File: src/rtl/mem_port_arbiter.sv
// rtl/mem_port_arbiter.sv - shares one single-ported wait-state SRAM between the IF and MEM requesters
//
// Purpose:
//   Serialises instruction fetches and data loads/stores onto one multi-cycle
//   SRAM port and raises a pipeline-wide freeze until every requester active in
//   the current pipeline cycle has been served. MEM wins arbitration because
//   it belongs to the older instruction.
//
// Ports:
//   clk, rst                  clock, synchronous active-high reset
//   if_req/if_addr            fetch request and address (held until pipeline advances)
//   if_rdata/if_ready         registered fetch data, one-cycle valid pulse
//   mem_rd_req/mem_wr_req     data load/store requests
//   mem_addr/mem_wdata        data address and store data
//   mem_rdata/mem_ready       registered load data, one-cycle done pulse
//   freeze                    stalls all pipeline registers and the PC
//   sram_en/sram_we           SRAM enable and write enable (we qualified by en)
//   sram_addr/sram_wdata      SRAM address and write data (hold last latched values)
//   sram_rdata                SRAM read data, valid in the last sram_en cycle

module mem_port_arbiter #(
  parameter int ADDR_W      = 32,
  parameter int DATA_W      = 32,
  parameter int WAIT_CYCLES = 4
) (
  input  logic              clk,
  input  logic              rst,
  input  logic              if_req,
  input  logic [ADDR_W-1:0] if_addr,
  output logic [DATA_W-1:0] if_rdata,
  output logic              if_ready,
  input  logic              mem_rd_req,
  input  logic              mem_wr_req,
  input  logic [ADDR_W-1:0] mem_addr,
  input  logic [DATA_W-1:0] mem_wdata,
  output logic [DATA_W-1:0] mem_rdata,
  output logic              mem_ready,
  output logic              freeze,
  output logic              sram_en,
  output logic              sram_we,
  output logic [ADDR_W-1:0] sram_addr,
  output logic [DATA_W-1:0] sram_wdata,
  input  logic [DATA_W-1:0] sram_rdata
);

  typedef enum logic [1:0] {
    S_IDLE = 2'd0,
    S_BUSY = 2'd1,
    S_RESP = 2'd2
  } state_t;

  localparam logic       OWN_IF   = 1'b0;
  localparam logic       OWN_MEM  = 1'b1;
  localparam logic [3:0] CNT_INIT = 4'(WAIT_CYCLES - 1);

  state_t              state_q, state_d;
  logic                owner_q, owner_d;
  logic [3:0]          cnt_q, cnt_d;
  logic [ADDR_W-1:0]   addr_q, addr_d;
  logic [DATA_W-1:0]   wdata_q, wdata_d;
  logic                we_q, we_d;
  logic                if_done_q, if_done_d;
  logic                mem_done_q, mem_done_d;
  logic [DATA_W-1:0]   if_rdata_q, if_rdata_d;
  logic [DATA_W-1:0]   mem_rdata_q, mem_rdata_d;

  logic mem_pend;
  logic if_pend;
  logic resp_if;
  logic resp_mem;

  assign mem_pend = (mem_rd_req | mem_wr_req) & ~mem_done_q;
  assign if_pend  = if_req & ~if_done_q;
  assign resp_if  = (state_q == S_RESP) && (owner_q == OWN_IF);
  assign resp_mem = (state_q == S_RESP) && (owner_q == OWN_MEM);

  // A requester being answered this cycle no longer holds the pipeline, so
  // freeze drops in the RESP cycle of the last outstanding requester.
  assign freeze = (mem_pend & ~resp_mem) | (if_pend & ~resp_if);

  always_comb begin
    state_d     = state_q;
    owner_d     = owner_q;
    cnt_d       = cnt_q;
    addr_d      = addr_q;
    wdata_d     = wdata_q;
    we_d        = we_q;
    if_done_d   = if_done_q;
    mem_done_d  = mem_done_q;
    if_rdata_d  = if_rdata_q;
    mem_rdata_d = mem_rdata_q;

    case (state_q)
      S_IDLE: begin
        if (mem_pend) begin
          owner_d = OWN_MEM;
          addr_d  = mem_addr;
          wdata_d = mem_wdata;
          // Read and write together is treated as a write.
          we_d    = mem_wr_req;
          cnt_d   = CNT_INIT;
          state_d = S_BUSY;
        end else if (if_pend) begin
          owner_d = OWN_IF;
          addr_d  = if_addr;
          we_d    = 1'b0;
          cnt_d   = CNT_INIT;
          state_d = S_BUSY;
        end
      end
      S_BUSY: begin
        if (cnt_q == 4'd0) begin
          if (!we_q) begin
            if (owner_q == OWN_MEM) mem_rdata_d = sram_rdata;
            else                    if_rdata_d  = sram_rdata;
          end
          state_d = S_RESP;
        end else begin
          cnt_d = cnt_q - 4'd1;
        end
      end
      S_RESP: begin
        if (owner_q == OWN_MEM) mem_done_d = 1'b1;
        else                    if_done_d  = 1'b1;
        state_d = S_IDLE;
      end
      default: state_d = S_IDLE;
    endcase

    // The pipeline advances on any edge without freeze; the next pipeline
    // cycle's requests must then be seen as new.
    if (!freeze) begin
      if_done_d  = 1'b0;
      mem_done_d = 1'b0;
    end
  end

  always_ff @(posedge clk) begin
    if (rst) begin
      state_q     <= S_IDLE;
      owner_q     <= OWN_IF;
      cnt_q       <= 4'd0;
      addr_q      <= '0;
      wdata_q     <= '0;
      we_q        <= 1'b0;
      if_done_q   <= 1'b0;
      mem_done_q  <= 1'b0;
      if_rdata_q  <= '0;
      mem_rdata_q <= '0;
    end else begin
      state_q     <= state_d;
      owner_q     <= owner_d;
      cnt_q       <= cnt_d;
      addr_q      <= addr_d;
      wdata_q     <= wdata_d;
      we_q        <= we_d;
      if_done_q   <= if_done_d;
      mem_done_q  <= mem_done_d;
      if_rdata_q  <= if_rdata_d;
      mem_rdata_q <= mem_rdata_d;
    end
  end

  assign if_ready   = resp_if;
  assign mem_ready  = resp_mem;
  assign if_rdata   = if_rdata_q;
  assign mem_rdata  = mem_rdata_q;
  assign sram_en    = (state_q == S_BUSY);
  assign sram_we    = (state_q == S_BUSY) & we_q;
  assign sram_addr  = addr_q;
  assign sram_wdata = wdata_q;

endmodule

File: config.mk
export PLATFORM = sky130hd
export DESIGN_NAME = mem_port_arbiter
export DESIGN_NICKNAME = d
export VERILOG_FILES = /design/src/rtl/mem_port_arbiter.sv
export SDC_FILE = /design/constraint.sdc
export NUM_CORES = 1
export LEC_CHECK = 0
export CAP_MARGIN = 0
export CORE_MARGIN = 1.5
export CORE_UTILIZATION = 44
export DETAILED_ROUTE_END_ITERATION = 7
export HOLD_SLACK_MARGIN = 0.1
export PLACE_DENSITY_LB_ADDON = 0.05
export SYNTH_ARGS = -nofsm -noshare
export SYNTH_HDL_FRONTEND = slang
export SYNTH_SLANG_ARGS = --single-unit
File: constraint.sdc
create_clock -name clk -period 4.7 [get_ports clk]
set_input_delay 0.94 -clock clk [delete_from_list [all_inputs] [get_ports clk]]
set_output_delay 0.94 -clock clk [all_outputs]
set_load 0.05 [all_outputs]
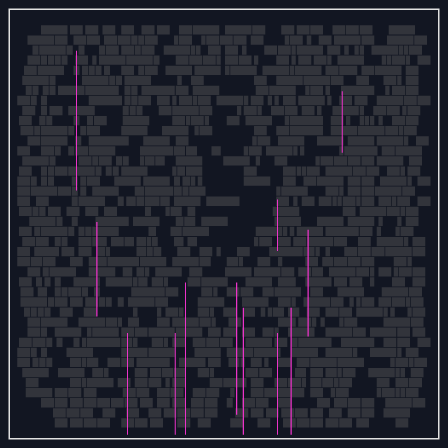
Fig. 1. Met4 routing.
The layer carries 347 µm of wire. 9 nets have wire on it. The layer holds 2.1% of the routed length. The wires run mostly vertical.

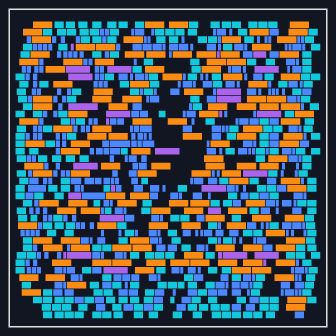
Fig. 2. Placement by cell class.
flip-flops: in orange, cells 138. other buffers and delay cells: in cyan, cells 273. all other logic: in blue, cells 399. clock drivers and dummy loads: in purple, cells 29.

==> flow_summary_export.csv <==
group,metric,value,unit
power,swShare,32.8,%
power,p_per_area,414,mW/mm²
global_route,grt-ovfl-total,0,
finish,postLayoutCoreUtil,72.2,%
placement,dp.cells,978,
critical_path,rr_worst_depth,5,
global_route,grt_antenna_before_repair,0,
critical_path,reg2reg_slack,2470,ps
critical_path,crit_top_cell,"clkdlybuf4s50_1",
yosys,top_cells_by_count,"dfxtp_1, nand2_1, mux2i_1, clkbuf_1, nand3_1",
cts,cts_tree,"done",
critical_path,cp.depth,4,
final_timing,tightest_slew,1000,ps
cts,numCtsBuffers,17,
final_timing,finalCriticalPeriod,3480,ps
final_timing,timing.final.ws_setup,1220,ps
finish,final_common_cell,"clkdlybuf4s50_1",
detailed_routing,drt-vias-per-instance,5.18,
floorplan,core,0.0122,mm²
finish,nNetsFinal,964,
cts,cts.htree.levels,4,
global_route,track_usage,24.8,%
finish,nFillCells,920,
power,p_switching,1.19,mW
yosys,yosys-top-cells-area,"dfxtp_1, mux2i_1, nand2_1, a221oi_1, nand3_1",
yosys,fp_nets,728,
finish,final-seq-area,0.00276,mm²
final_timing,final-hold-violation-count,0,
critical_path,critical_path_class,"in2out",
worst_hold_path,min_to,"if_rdata[14]$_SDFFE_PP0P_",
floorplan,die_h,116,µm
cts,post_cts_buffers,0,
finish,antenna_cells,0,
finish,comb_area_share,29.1,%
power,seqPwrFrac,37.1,%
detailed_routing,route.met3.wl,1180,µm
cts,cts_buffer_depth,2,
yosys,ys_async_sr_fraction,0,%
status,outcome,"completed",
final_timing,max_clock_freq,288,MHz
power,intPower,2.44,mW
yosys,ys_seq_share,49.6,%
registers in the layout (all words and copies together) (netlist names):
signal,count
sram_addr,32
mem_done_q,1
if_done_q,1
we_q,1
owner_q,1
if_rdata,32
cnt_q,4
state_q,2
sram_wdata,32
mem_rdata,32
through the flow:
stage / hold slack [ps] / instance area, µm²
3_5_place_dp: 449 / 8250
3_3_place_gp: 442 / 8250
6_report: 452 / 8780
2_1_floorplan: 488 / 5570
5_1_grt: 471 / 8780
4_1_cts: 457 / 8780
power groups by stage:
stage	combinational, mW	clock [mW]	sequential (mW)
floorplan	0.343	0	1.71
global placement	1.07	0	1.37
detailed placement	1.08	0	1.37
CTS	1.08	1.22	1.35
global route	1.14	1.28	1.36
finish	1.08	1.21	1.35
Power is estimated from default activity; no workload was simulated.
